--- config.mk ---
export PLATFORM = sky130hd
export DESIGN_NAME = spi_coeff_bank_flat
export DESIGN_NICKNAME = d
export VERILOG_FILES = /design/src/rtl/spi_coeff_bank_if.sv /design/src/rtl/spi_coeff_bank.sv /design/src/flat_wrapper.sv
export SDC_FILE = /design/constraint.sdc
export NUM_CORES = 2
export LEC_CHECK = 0
export ABC_AREA = 1
export CAP_MARGIN = 20
export CORE_ASPECT_RATIO = 1.25
export CORE_UTILIZATION = 61
export DETAILED_ROUTE_END_ITERATION = 12
export HOLD_SLACK_MARGIN = 0.15
export PLACE_DENSITY = 0.89
export SLEW_MARGIN = 20
export SYNTH_ARGS = -nofsm -noshare
export SYNTH_HDL_FRONTEND = slang
export SYNTH_SLANG_ARGS = --single-unit
--- constraint.sdc ---
create_clock -name clk_48 -period 94.2 [get_ports clk_48]
set_clock_uncertainty 0.2 [all_clocks]
set_input_delay 18.84 -clock clk_48 [delete_from_list [all_inputs] [get_ports clk_48]]
set_output_delay 18.84 -clock clk_48 [all_outputs]
set_load 0.01 [all_outputs]
--- src/rtl/spi_coeff_bank_if.sv ---
// Received-byte interface between the SPI slave and spi_coeff_bank.
//   frame_start : 1-cycle pulse when CS falls (already synchronised)
//   frame_end   : 1-cycle pulse when CS rises
//   rx_valid    : 1-cycle strobe, rx_data holds a complete MOSI byte
//   rx_data     : received byte
// master modport: the SPI slave side (drives). slave modport: the consumer.
interface spi_coeff_bank_if;
  logic       frame_start;
  logic       frame_end;
  logic       rx_valid;
  logic [7:0] rx_data;

  modport master (output frame_start, frame_end, rx_valid, rx_data);
  modport slave  (input  frame_start, frame_end, rx_valid, rx_data);
endinterface

--- src/rtl/spi_coeff_bank.sv ---
// spi_coeff_bank: decodes coefficient-write frames from the SPI byte stream
// and assembles the high-pass and low-pass biquad coefficient sets. Each set
// is staged, copied to a per-filter shadow once the whole frame has arrived,
// and committed atomically to the active set on the audio sample tick.
//
// Ports:
//   clk_48       : system clock, rising edge
//   reset        : asynchronous, active-high
//   rx           : byte stream from the SPI slave (spi_coeff_bank_if.slave)
//   sample_tick  : 1-cycle pulse at each audio sample boundary
//   hp_*_coeff   : active high-pass coefficients (signed, FRAC_BITS fraction)
//   lp_*_coeff   : active low-pass coefficients
//   hp_pending / lp_pending : shadow set complete, waiting for a tick
//   commit       : 1-cycle pulse after a tick that committed any set
//   err_count    : malformed-frame counter, saturates at 255
//
// Optional build macro COEFF_CHECKSUM_EN: frames carry one trailing byte equal
// to the XOR of the command byte and all payload bytes; a mismatch counts as
// an error and leaves the shadow set and pending flag untouched.
module spi_coeff_bank #(
  parameter int          NUM_COEFFS  = 5,
  parameter int          COEFF_BYTES = 8,
  parameter int          FRAC_BITS   = 62,
  parameter logic [7:0]  CMD_HP      = 8'h02,
  parameter logic [7:0]  CMD_LP      = 8'h03
) (
  input  logic                           clk_48,
  input  logic                           reset,
  spi_coeff_bank_if.slave                rx,
  input  logic                           sample_tick,
  output logic signed [COEFF_BYTES*8-1:0] hp_y1_coeff,
  output logic signed [COEFF_BYTES*8-1:0] hp_y2_coeff,
  output logic signed [COEFF_BYTES*8-1:0] hp_x0_coeff,
  output logic signed [COEFF_BYTES*8-1:0] hp_x1_coeff,
  output logic signed [COEFF_BYTES*8-1:0] hp_x2_coeff,
  output logic signed [COEFF_BYTES*8-1:0] lp_y1_coeff,
  output logic signed [COEFF_BYTES*8-1:0] lp_y2_coeff,
  output logic signed [COEFF_BYTES*8-1:0] lp_x0_coeff,
  output logic signed [COEFF_BYTES*8-1:0] lp_x1_coeff,
  output logic signed [COEFF_BYTES*8-1:0] lp_x2_coeff,
  output logic                           hp_pending,
  output logic                           lp_pending,
  output logic                           commit,
  output logic [7:0]                     err_count
);

  localparam int COEF_W  = COEFF_BYTES * 8;
  localparam int SET_W   = NUM_COEFFS * COEF_W;
  localparam int PAYLOAD = NUM_COEFFS * COEFF_BYTES;
`ifdef COEFF_CHECKSUM_EN
  localparam int LOAD_BYTES = PAYLOAD + 1;
`else
  localparam int LOAD_BYTES = PAYLOAD;
`endif
  localparam int CNT_W = $clog2(LOAD_BYTES + 1);

  // Identity filter: x0 = 1.0, everything else 0. The set is packed with the
  // first coefficient (y1) in the top bits, matching the MSB-first shift-in.
  localparam logic [COEF_W-1:0] UNITY     = COEF_W'(1) << FRAC_BITS;
  localparam logic [SET_W-1:0]  RESET_SET = SET_W'(UNITY) << ((NUM_COEFFS - 3) * COEF_W);

  typedef enum logic [2:0] {IDLE, CMD, LOAD, SKIP, CHECK} state_t;

  state_t             state, state_nx;
  logic [CNT_W-1:0]   cnt;
  logic [SET_W-1:0]   staging;
  logic [SET_W-1:0]   hp_shadow, lp_shadow;
  logic [SET_W-1:0]   hp_active, lp_active;
  logic               target_lp;
  logic               cnt_clr, cmd_take, byte_take, abort, do_check;
  logic               csum_ok, hp_load, lp_load;

  function automatic logic [7:0] sat_inc(input logic [7:0] v);
    return (v == 8'hFF) ? v : v + 8'd1;
  endfunction

  function automatic logic signed [COEF_W-1:0] coef_at(input logic [SET_W-1:0] set,
                                                       input int k);
    return set[(NUM_COEFFS - 1 - k) * COEF_W +: COEF_W];
  endfunction

  always_ff @(posedge clk_48 or posedge reset) begin
    if (reset) state <= IDLE;
    else       state <= state_nx;
  end

  always_comb begin
    state_nx  = state;
    cnt_clr   = 1'b0;
    cmd_take  = 1'b0;
    byte_take = 1'b0;
    abort     = 1'b0;
    // The copy out of CHECK happens even if a new frame starts in that cycle:
    // the frame it belongs to was already complete.
    do_check  = (state == CHECK);
    if (rx.frame_start) begin
      state_nx = CMD;
      cnt_clr  = 1'b1;
    end else begin
      case (state)
        CMD: begin
          if (rx.rx_valid) begin
            cmd_take = 1'b1;
            state_nx = (rx.rx_data == CMD_HP || rx.rx_data == CMD_LP) ? LOAD : SKIP;
          end
        end
        LOAD: begin
          // A byte arriving with frame_end is consumed before frame_end counts.
          if (rx.rx_valid) begin
            byte_take = 1'b1;
            if (cnt == CNT_W'(LOAD_BYTES - 1)) begin
              state_nx = CHECK;
            end else if (rx.frame_end) begin
              abort    = 1'b1;
              state_nx = IDLE;
            end
          end else if (rx.frame_end) begin
            abort    = 1'b1;
            state_nx = IDLE;
          end
        end
        CHECK: state_nx = SKIP;
        SKIP:  if (rx.frame_end) state_nx = IDLE;
        default: state_nx = state;
      endcase
    end
  end

`ifdef COEFF_CHECKSUM_EN
  logic [7:0] csum;
  // Running XOR includes the checksum byte itself, so a good frame leaves 0.
  assign csum_ok = (csum == 8'h00);
`else
  assign csum_ok = 1'b1;
`endif

  assign hp_load = do_check & ~target_lp & csum_ok;
  assign lp_load = do_check &  target_lp & csum_ok;

  always_ff @(posedge clk_48 or posedge reset) begin
    if (reset) begin
      cnt        <= '0;
      staging    <= '0;
      target_lp  <= 1'b0;
      err_count  <= 8'd0;
      hp_shadow  <= RESET_SET;
      lp_shadow  <= RESET_SET;
      hp_active  <= RESET_SET;
      lp_active  <= RESET_SET;
      hp_pending <= 1'b0;
      lp_pending <= 1'b0;
      commit     <= 1'b0;
`ifdef COEFF_CHECKSUM_EN
      csum       <= 8'h00;
`endif
    end else begin
      if (cnt_clr)        cnt <= '0;
      else if (byte_take) cnt <= cnt + CNT_W'(1);

      // Only payload bytes enter staging; a trailing checksum byte does not.
      if (byte_take && cnt < CNT_W'(PAYLOAD))
        staging <= {staging[SET_W-9:0], rx.rx_data};

      if (cmd_take) target_lp <= (rx.rx_data == CMD_LP);

`ifdef COEFF_CHECKSUM_EN
      if (cmd_take)       csum <= rx.rx_data;
      else if (byte_take) csum <= csum ^ rx.rx_data;
`endif

      if (abort || (do_check && !csum_ok)) err_count <= sat_inc(err_count);

      // The tick commits the shadow as it was before this edge; a set being
      // loaded on the same edge stays pending (set beats clear).
      if (sample_tick && hp_pending) hp_active <= hp_shadow;
      if (sample_tick && lp_pending) lp_active <= lp_shadow;
      if (hp_load) hp_shadow <= staging;
      if (lp_load) lp_shadow <= staging;
      hp_pending <= hp_load | (hp_pending & ~sample_tick);
      lp_pending <= lp_load | (lp_pending & ~sample_tick);
      commit     <= sample_tick & (hp_pending | lp_pending);
    end
  end

  assign hp_y1_coeff = coef_at(hp_active, 0);
  assign hp_y2_coeff = coef_at(hp_active, 1);
  assign hp_x0_coeff = coef_at(hp_active, 2);
  assign hp_x1_coeff = coef_at(hp_active, 3);
  assign hp_x2_coeff = coef_at(hp_active, 4);
  assign lp_y1_coeff = coef_at(lp_active, 0);
  assign lp_y2_coeff = coef_at(lp_active, 1);
  assign lp_x0_coeff = coef_at(lp_active, 2);
  assign lp_x1_coeff = coef_at(lp_active, 3);
  assign lp_x2_coeff = coef_at(lp_active, 4);

endmodule

--- src/flat_wrapper.sv ---
// flat-port wrapper written by rule: the top's interface ports become plain ports
module spi_coeff_bank_flat 
#(
  parameter int          NUM_COEFFS  = 5,
  parameter int          COEFF_BYTES = 8,
  parameter int          FRAC_BITS   = 62,
  parameter logic [7:0]  CMD_HP      = 8'h02,
  parameter logic [7:0]  CMD_LP      = 8'h03
)
  (clk_48, reset, sample_tick, hp_y1_coeff, hp_y2_coeff, hp_x0_coeff, hp_x1_coeff, hp_x2_coeff, lp_y1_coeff, lp_y2_coeff, lp_x0_coeff, lp_x1_coeff, lp_x2_coeff, hp_pending, lp_pending, commit, err_count, rx_frame_start, rx_frame_end, rx_rx_valid, rx_rx_data);
  spi_coeff_bank_if rx_i ();
  input  logic clk_48;
  input  logic reset;
  input  logic sample_tick;
  output logic signed [COEFF_BYTES*8-1:0] hp_y1_coeff;
  output logic signed [COEFF_BYTES*8-1:0] hp_y2_coeff;
  output logic signed [COEFF_BYTES*8-1:0] hp_x0_coeff;
  output logic signed [COEFF_BYTES*8-1:0] hp_x1_coeff;
  output logic signed [COEFF_BYTES*8-1:0] hp_x2_coeff;
  output logic signed [COEFF_BYTES*8-1:0] lp_y1_coeff;
  output logic signed [COEFF_BYTES*8-1:0] lp_y2_coeff;
  output logic signed [COEFF_BYTES*8-1:0] lp_x0_coeff;
  output logic signed [COEFF_BYTES*8-1:0] lp_x1_coeff;
  output logic signed [COEFF_BYTES*8-1:0] lp_x2_coeff;
  output logic hp_pending;
  output logic lp_pending;
  output logic commit;
  output logic [7:0] err_count;
  input wire logic [$bits(rx_i.frame_start)-1:0] rx_frame_start;
  input wire logic [$bits(rx_i.frame_end)-1:0] rx_frame_end;
  input wire logic [$bits(rx_i.rx_valid)-1:0] rx_rx_valid;
  input wire logic [$bits(rx_i.rx_data)-1:0] rx_rx_data;
  assign rx_i.frame_start = rx_frame_start;
  assign rx_i.frame_end = rx_frame_end;
  assign rx_i.rx_valid = rx_rx_valid;
  assign rx_i.rx_data = rx_rx_data;
  spi_coeff_bank #(.NUM_COEFFS(NUM_COEFFS), .COEFF_BYTES(COEFF_BYTES), .FRAC_BITS(FRAC_BITS), .CMD_HP(CMD_HP), .CMD_LP(CMD_LP)) u_core (.clk_48(clk_48), .reset(reset), .rx(rx_i), .sample_tick(sample_tick), .hp_y1_coeff(hp_y1_coeff), .hp_y2_coeff(hp_y2_coeff), .hp_x0_coeff(hp_x0_coeff), .hp_x1_coeff(hp_x1_coeff), .hp_x2_coeff(hp_x2_coeff), .lp_y1_coeff(lp_y1_coeff), .lp_y2_coeff(lp_y2_coeff), .lp_x0_coeff(lp_x0_coeff), .lp_x1_coeff(lp_x1_coeff), .lp_x2_coeff(lp_x2_coeff), .hp_pending(hp_pending), .lp_pending(lp_pending), .commit(commit), .err_count(err_count));
endmodule
==> images/congestion_map.png <==
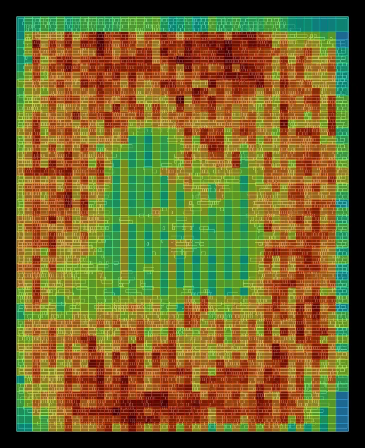
met3 Use GR: 0.0688
GRT Util Overall: 0.328
met2 Use GR: 0.521
met1 GRT Util: 0.408
DR WL/cell: 20.5 um

==> images/class_map.png <==
Scale bar: 100 um. Fill, decap, tap and diode cells in gray.
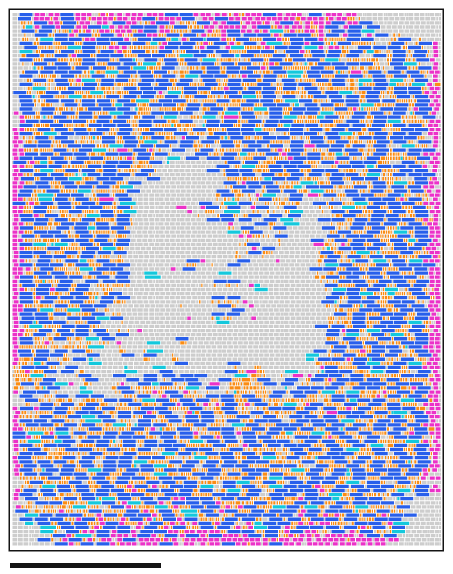
remaining logic cells: marked orange, cells 4,295. registers: marked blue, cells 1,621. remaining buffers and delay cells: marked magenta, cells 704. clock drivers and dummy loads: marked cyan, cells 260.
flop share of the area: 0.551
post-route cell area: 73,600 um2
post-route core utilization: 0.732
row count: 130

==> CHANGELOG.md <==
### Physical design

* R2R Setup Slk at roughly 89 ns
* CP delay by family, top: buffers and inverters
* Max Fclk at roughly 43 MHz
* Clk buf depth at 3
* Hold Path Sink: u_core.lp_active[180]
* Setup Slack @ Placement at 69.62 ns
* Critical path startpoint: reset
* Hold Path Depth at 2
* Vias in the first global route at 47.0k
* Startpoint class of the critical path: input pin
* Pint at between 1000 and 1500 uW
* Critical Path End Type: asynchronous set/reset pin
* Worst-Margin Slew at ~1.3 ns
* DRT Wirelength at about 170,000 um
* Crit path max fanout at slightly below 200
* Final std cells w/o fill at just over 8k
* Yosys cell count at between 6k and 7k
* RD Place Congestion at 0.870
* Pleak at roughly 0.032 uW
* TritonCTS Buffers at ~150
* Power Total at approximately 1300 uW
* Pwr dens at ~18 nW/um2
* Crit-path slowest cell: buf_4
* Synth top cells by count: nand2_1, dfrtp_1, o21ai_0
* Initial antenna violation count at 3
* Final critical-path setup slack at 70.75 ns
* Ys async rst share at 1.00
* Height of the die at about 360 um
* Flip-flops with a built-in enable at 0
* CP Cell Sequence: clkdlybuf4s50_1 -> inv_8 -> buf_12 -> buf_4 -> buf_4 -> buf_4 -> buf_4
* Die ar. at 103,000 um2
* First-pass GRT wire length at roughly 260,000 um
* CP dominant cell by count: buf_4
* Largest net degree at the start of global routing at roughly 250
* Postcts setup bufs at 0
* Vias per cell at 5.69
* Status: complete, no violations
* # fillers at 6,103
* Worst-Skew Late Latency at 0.77 ns
* NetSw at a little under 300 uW
* DRT antenna net count at 0
* TNS Setup at 0 ns
* Arrival @ worst endpoint at ~24 ns
* Cells after Synth at 6,268
* Post-Syn Nets at about 6.3k
* Register area share after synthesis at 0.656
* Syn_area_per_cell at 9.87 um2
* Hold_sp: u_core.lp_active[180]
* Post-layout period usage at 0.249
* Overflow after GRT at 0
* Die X at 287 um
* Worst VDD drop at about 0.016 mV
* Pre-antenna DRT Iters at 6
* Post-synth regs at approximately 1.6k
* Nets at approximately 6.8k
* Placed inst area at ~69,000 um2
* Commonest flop: dfrtp_1
* Sink Count at around 1.6k
* Vias at between 40k and 50k
* Final Critical Period at 23.45 ns
* Worst relative slew slack at 0.148
* CTS tree: done
* HPWL Detailed at around 100,000 um
* H-tree depth at 4
* RR Endpoint: u_core.hp_shadow[37]
* Hold slack at 0.281 ns
* Worst reg2reg path depth at 8
* Power share of the clock group at 0.457
* Top cells, area: dfrtp_1, o21ai_0, nand2_1, inv_1, o21ai_2
* Root Buffer: clkbuf_16
* Inst Count DP at 7,938
* Max-cap check violation count at 0
* Area grow syn2layout at 18.9%
* Flop pwr share at 0.525
* Clock transition at the registers of the reported paths at ~0.060 ns
* Kind of critical path: in2async
* Hold Vio Cnt, Final at 0
* Max-slew violation count at 0
* YS chip area at a little over 60,000 um2
* Final setup fails at 0
* Most common cell in the netlist: nand2_1
* Synth Cell Area at between 60,000 and 70,000 um2
* Worst setup endpoint: u_core.lp_shadow[199]
* DRC violations left at 0
* Worst Path Buf+Inv at 7
* Levels on crit path at 7
* Share of cells above drive strength 1 at 0.0805
* Comb power frac at 0.019
* Crit path DRT at 94.82 ns
* RSZ-0062 raised after global routing: false
* Yosys warning count at 0
* I/O Buffers at between 600 and 700
* Max incr delay on CP at slightly below 0.9 ns
* CTS Hold Bufs at 0
* Count of tool warnings at 63
* Post-synth top area cell: dfrtp_1
* # resized after CTS at 0
* FF-to-FF Start: u_core.state[0]
* Max-area cell share at 0.654
* Unique cell types at 29
* Path category of the worst min-delay check: reg2reg
* Iter 0 DRT Violations at about 4.9k
* Top-level I/O count at approximately 670
* Sw frac at 0.215
==> images/pinout.png <==
Scale bar: 100 um. Pins as bars across the die edge, other pins in gray.
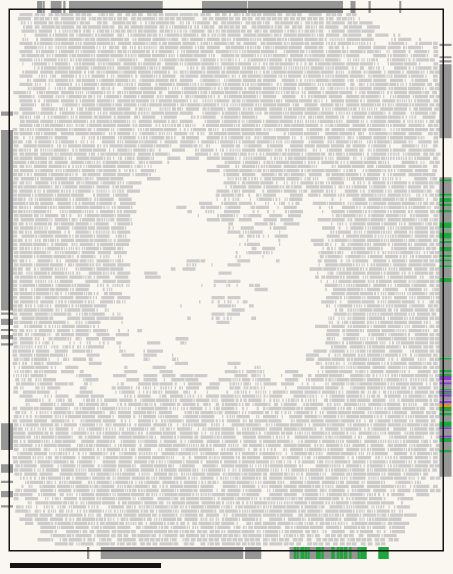
hp_y1_coeff: marked green, pins 64, direction output, edge 34 right, 30 bottom. sample_tick: marked orange, pins 1, direction input, edge right. rx_rx_data: marked purple, pins 8, direction input, edge right.
All pins by edge: 185 right, 184 top, 176 bottom, 120 left.

==> images/util_map.png <==
The die is cut into 29 by 36 equal tiles; black is low, pale yellow is high, 0 to 100% covered.
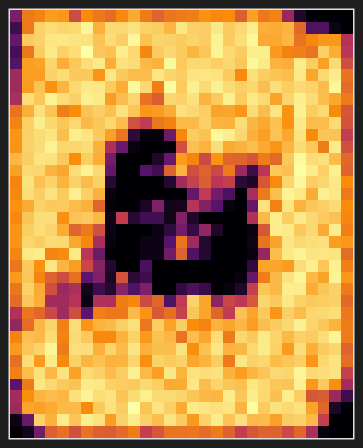
63% of the tiles are over 75% full. The emptiest ninth of the die: center. 7.4% of the tiles are nearly empty. The mean over all tiles is 70%. The fullest tile reaches 100%.
fp util: 0.615
area of the core: 101,000 um2

-- kinds of logic after synthesis --
group                      after synthesis  share of synthesized area
adders and majority gates                2                   0.000404
AOI/OAI and AO/OA                     1620                      0.147
xor gates and xnor gates                 7                   0.000991
DFF                                   1621                      0.656
buffers and inverters                 1330                     0.0919
and+or+nand+nor                       1688                      0.103
-- registers in the layout, indices dropped and copies added (netlist names), 3 cells and up --
| name | cells |
|---|---|
| u_core.hp_active | 320 |
| u_core.hp_shadow | 320 |
| u_core.lp_active | 320 |
| u_core.lp_shadow | 320 |
| u_core.staging | 320 |
| u_core.err_count | 8 |
| u_core.cnt | 6 |
| u_core.state | 3 |
-- layout by cell type, fill, tap and decap left out, types with 11 or more instances in the layout --
cell type        count
clkbuf_8            27
buf_4               25
clkbuf_1            28
nand2_1           1644
clkbuf_16          149
nand3_1             11
bufinv_16           13
inv_1              976
clkinv_2            27
o21ai_2            266
o21ai_0           1331
dfrtp_1           1617
nor2_1              17
o21ai_1             15
clkdlybuf4s50_1    664
-- power by group through the flow --
stage               Sequential (uW)  Combinational [uW]  Clock (uW)
floorplan                       716                18.8           0
global placement                716                24.5           0
detailed placement              716                25.5           0
CTS                             703                25.8         618
global route                    703                29.1         647
finish                          704                25.2         613
-- metal layers --
layer | track usage | wire length, um
met4 | 0.220 | 12600
met1 | 0.408 | 59900
met5 | 0 | 13
met3 | 0.0688 | 14200
met2 | 0.521 | 81100
-- cell type report --
class                           instances  area, um2  area share
Antenna cell                            2       5.00   0.0000680
Clock buffer                          204       4210      0.0571
Timing Repair Buffer                  704       7120      0.0968
Sequential cell                      1621      40600       0.551
Inverter                              978       3680      0.0500
Clock inverter                         56        731     0.00993
Tap cell                             1320       1650      0.0224
Multi-Input combinational cell       3317      15600       0.212
Power is estimated from default activity; no workload was simulated.
